Wiring heat map:
Scale: 3 px per um. The die is cut into 22 by 22 equal tiles; white is low, dark blue is high, scaled to the fullest tile. Values are wire area over tile area, all layers added.
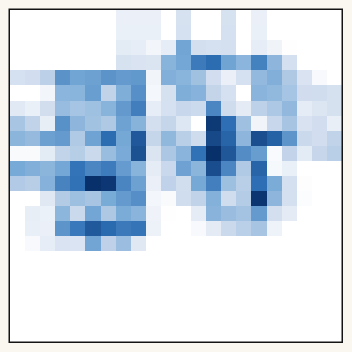
Clock wires, drivers and flops:
Scale: 3 px per um.
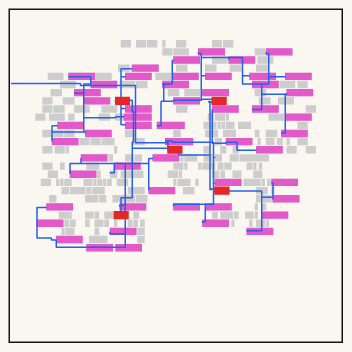
Close-up of the layout:
Window x 40 to 70, y 18 to 48 um. Cells in grey, sequential cells in the stronger grey; small squares are vias.
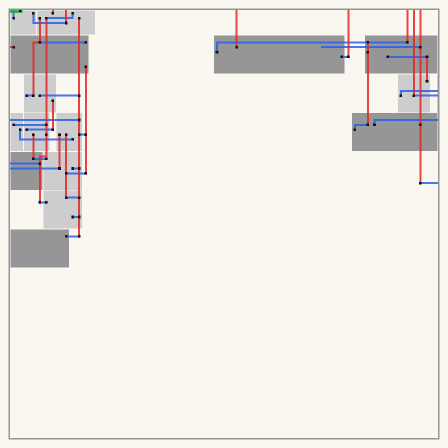
===== src/rtl/uart_pkg.sv =====
// uart_pkg: shared state types and constants for the 8N1 UART
package uart_pkg;
  localparam int DATA_BITS = 8;
  localparam int CLKS_PER_BIT_DEF = 104;
  typedef enum logic [1:0] {TX_IDLE, TX_START, TX_DATA, TX_STOP} tx_state_t;
  typedef enum logic [1:0] {RX_IDLE, RX_START, RX_DATA, RX_STOP} rx_state_t;
endpackage


===== src/rtl/uart_rx.sv =====
// uart_rx: synchronized 8N1 receiver with single-byte holding register and flags
module uart_rx
  import uart_pkg::*;
#(
  parameter int CLKS_PER_BIT = CLKS_PER_BIT_DEF
) (
  input  logic                 clk,
  input  logic                 rst,
  input  logic                 rx,
  input  logic                 clear,
  output logic [DATA_BITS-1:0] word,
  output logic                 rxne,
  output logic                 ore
);
  localparam int CW = $clog2(CLKS_PER_BIT);
  rx_state_t state, state_nxt;
  logic [CW-1:0] cnt, cnt_nxt;
  logic [2:0] idx, idx_nxt;
  logic [DATA_BITS-1:0] sh, sh_nxt;
  logic s1, s2, prev, half_end, bit_end, done;
  assign half_end = cnt == CW'(CLKS_PER_BIT / 2 - 1);
  assign bit_end = cnt == CW'(CLKS_PER_BIT - 1);
  assign done = state == RX_STOP && bit_end && s2;
  // synchronizer flops reset high so the idle line never looks like a start edge
  always_ff @(posedge clk or posedge rst)
    if (rst) begin
      {s1, s2, prev} <= 3'b111;
      state <= RX_IDLE;
      cnt <= '0;
      idx <= '0;
      sh <= '0;
      word <= '0;
      rxne <= 1'b0;
      ore <= 1'b0;
    end else begin
      {s1, s2, prev} <= {rx, s1, s2};
      state <= state_nxt;
      cnt <= cnt_nxt;
      idx <= idx_nxt;
      sh <= sh_nxt;
      rxne <= done | (rxne & ~clear);
      ore <= ~clear & (ore | (done & rxne));
      if (done && (!rxne || clear)) word <= sh;
    end
  always_comb begin
    state_nxt = state;
    cnt_nxt = cnt + 1'b1;
    idx_nxt = idx;
    sh_nxt = sh;
    case (state)
      RX_IDLE: begin
        cnt_nxt = '0;
        if (prev && !s2) state_nxt = RX_START;
      end
      RX_START: if (half_end) begin
        cnt_nxt = '0;
        idx_nxt = '0;
        state_nxt = s2 ? RX_IDLE : RX_DATA;
      end
      RX_DATA: if (bit_end) begin
        cnt_nxt = '0;
        sh_nxt = {s2, sh[DATA_BITS-1:1]};
        idx_nxt = idx + 1'b1;
        if (idx == 3'(DATA_BITS - 1)) state_nxt = RX_STOP;
      end
      default: if (bit_end) begin
        cnt_nxt = '0;
        state_nxt = RX_IDLE;
      end
    endcase
  end
endmodule


===== src/rtl/uart_top.sv =====
// uart_top: 8N1 UART with inline transmitter and uart_rx receiver
module uart_top
  import uart_pkg::*;
#(
  parameter int CLKS_PER_BIT = CLKS_PER_BIT_DEF
) (
  input  logic                 clk,
  input  logic                 rst,
  input  logic [DATA_BITS-1:0] in_w_data,
  input  logic                 in_valid,
  output logic                 out_BUSY,
  output logic                 out_signal,
  input  logic                 in_signal,
  input  logic                 in_RXNE_clear,
  output logic [DATA_BITS-1:0] out_word,
  output logic                 out_RXNE,
  output logic                 out_Rx_ORE
);
  localparam int CW = $clog2(CLKS_PER_BIT);
  tx_state_t state, state_nxt;
  logic [CW-1:0] cnt, cnt_nxt;
  logic [2:0] idx, idx_nxt;
  logic [DATA_BITS-1:0] sh, sh_nxt;
  logic bit_end;
  assign bit_end = cnt == CW'(CLKS_PER_BIT - 1);
  // line level decoded from the state register so reset forces it high at once
  assign out_BUSY = state != TX_IDLE;
  assign out_signal = state == TX_START ? 1'b0 : state == TX_DATA ? sh[0] : 1'b1;
  always_ff @(posedge clk or posedge rst)
    if (rst) begin
      state <= TX_IDLE;
      cnt <= '0;
      idx <= '0;
      sh <= '0;
    end else begin
      state <= state_nxt;
      cnt <= cnt_nxt;
      idx <= idx_nxt;
      sh <= sh_nxt;
    end
  always_comb begin
    state_nxt = state;
    cnt_nxt = (state == TX_IDLE || bit_end) ? '0 : cnt + 1'b1;
    idx_nxt = idx;
    sh_nxt = sh;
    case (state)
      TX_IDLE: if (in_valid) begin
        state_nxt = TX_START;
        sh_nxt = in_w_data;
      end
      TX_START: if (bit_end) begin
        state_nxt = TX_DATA;
        idx_nxt = '0;
      end
      TX_DATA: if (bit_end) begin
        sh_nxt = sh >> 1;
        idx_nxt = idx + 1'b1;
        if (idx == 3'(DATA_BITS - 1)) state_nxt = TX_STOP;
      end
      default: if (bit_end) state_nxt = TX_IDLE;
    endcase
  end
  uart_rx #(.CLKS_PER_BIT(CLKS_PER_BIT)) u_rx (
    .clk(clk),
    .rst(rst),
    .rx(in_signal),
    .clear(in_RXNE_clear),
    .word(out_word),
    .rxne(out_RXNE),
    .ore(out_Rx_ORE)
  );
endmodule


===== config.mk =====
export PLATFORM = sky130hd
export DESIGN_NAME = uart_top
export DESIGN_NICKNAME = d
export VERILOG_FILES = /design/src/rtl/uart_pkg.sv /design/src/rtl/uart_rx.sv /design/src/rtl/uart_top.sv
export SDC_FILE = /design/constraint.sdc
export NUM_CORES = 1
export LEC_CHECK = 0
export CORE_MARGIN = 8
export CORE_UTILIZATION = 30
export CTS_BUF_LIST = sky130_fd_sc_hd__clkbuf_8
export DETAILED_ROUTE_END_ITERATION = 12
export PLACE_DENSITY = 0.56
export REMOVE_ABC_BUFFERS = 1
export SYNTH_ARGS = -nofsm -noshare
export SYNTH_HDL_FRONTEND = slang
export SYNTH_SLANG_ARGS = --single-unit

===== constraint.sdc =====
create_clock -name clk -period 3.8 [get_ports clk]
set_input_delay 0.76 -clock clk [delete_from_list [all_inputs] [get_ports clk]]
set_output_delay 0.76 -clock clk [all_outputs]
set_load 0.005 [all_outputs]

==> impl_metrics.tcl <==
# yosys + openroad results
set metrics [dict create \
    initial_core_util 0.309 \
    r2r_start "state[0]" \
    rows 34 \
    slew_violations 0 \
    synth_area_sq_um 2680 \
    cp.required_ps 3040 \
    worst_setup_path_start_kind "flip-flop" \
    period_used_share 0.685 \
    cts_root_buf "clkbuf_8" \
    die_area_sq_um 12200 \
    syn_to_final_growth_pct 15.9 \
    grt_pass1_vias 1572 \
    cp.arrival_ps 1840 \
    ios 25 \
    cts-buffers-inserted 5 \
    routed_via_density 4.64 \
    rsz0062_at_grt "no" \
    top_logic_kind "multiplexers" \
    routedWlPerCell_um 12.9 \
    h-tree-depth 2 \
    status "finished clean" \
    grt_pass1_wl_mm 7.58 \
    met2_usage 0.107 \
    route.vias.total 1583 \
    place_ws_ps 1540 \
    dpl-instance-area_sq_um 3010 \
    warning_count 30 \
    top_area_cell "dfrtp_1" \
    crit_slowest_cell "clkdlybuf4s50_1" \
    path_max_fanout 12 \
    drt_pass1_iterations 4 \
    synthTopCellsByCount "dfrtp_1, mux2_4, mux2_2" \
    final_area_sq_um 3110 \
    nFillCells 897 \
    ir_drop_mv 0.124 \
    finalSetupViolations 0 \
    synth_top_area_share 0.467 \
    wl_met1_mm 2.16 \
    cpLargestDelayFamily "buffers and inverters" \
    p_leak_nw 1.38 \
    fin_nets 258 \
]
Notes on 'wiring heat map' above:
nearly empty tiles	47%
mean over tiles	0.056
emptiest ninth of the die	bottom right
fullest tile	0.29
tiles over half the peak	14%

Notes on 'clock wires, drivers and flops' above:
[red] cells driving clock nets | count: 5
[magenta] flip-flops | count: 53
[blue] clock wires | length: 694 um
routed clock nets	6
Latency at later pin: 310 ps
Clk pwr share: 0.289
P_clk: 0.323 mW
Layout Skew: 9.62 ps

Notes on 'close-up of the layout' above:
colour	layer
blue	met1
red	met2
green	met3
netlist names of flops here include	u_rx.cnt (2)
cells with their middle in the window	12
sequential cells in the window	4
most frequent	dfrtp_1 (4), nor2b_1 (2), o21ai_0 (2)

flip-flops by register name, indices dropped and copies added, names as in the netlist, 2 cells and up:
signal / flops
u_rx.sh: 8
idx: 3
sh: 8
cnt: 7
u_rx.state: 2
state: 2
u_rx.cnt: 7
u_rx.idx: 3
u_rx.word: 8
power breakdown:
group	switching (mW)	total, mW	internal (mW)
combinational	0.0869	0.173	0.0859
clock	0.194	0.323	0.130
sequential	0.0318	0.621	0.589
total	0.312	1.12	0.805
worst max-delay path by stage:
stage	start	endpoint	depth (start not counted)
6_report	state[0]	out_BUSY	4
5_1_grt	state[0]	out_signal	5
3_3_place_gp	state[0]	out_signal	5
2_1_floorplan	rst	cnt[0]	1
4_1_cts	state[0]	out_signal	5
3_5_place_dp	state[0]	out_signal	5
Power and IR drop assume default switching activity.
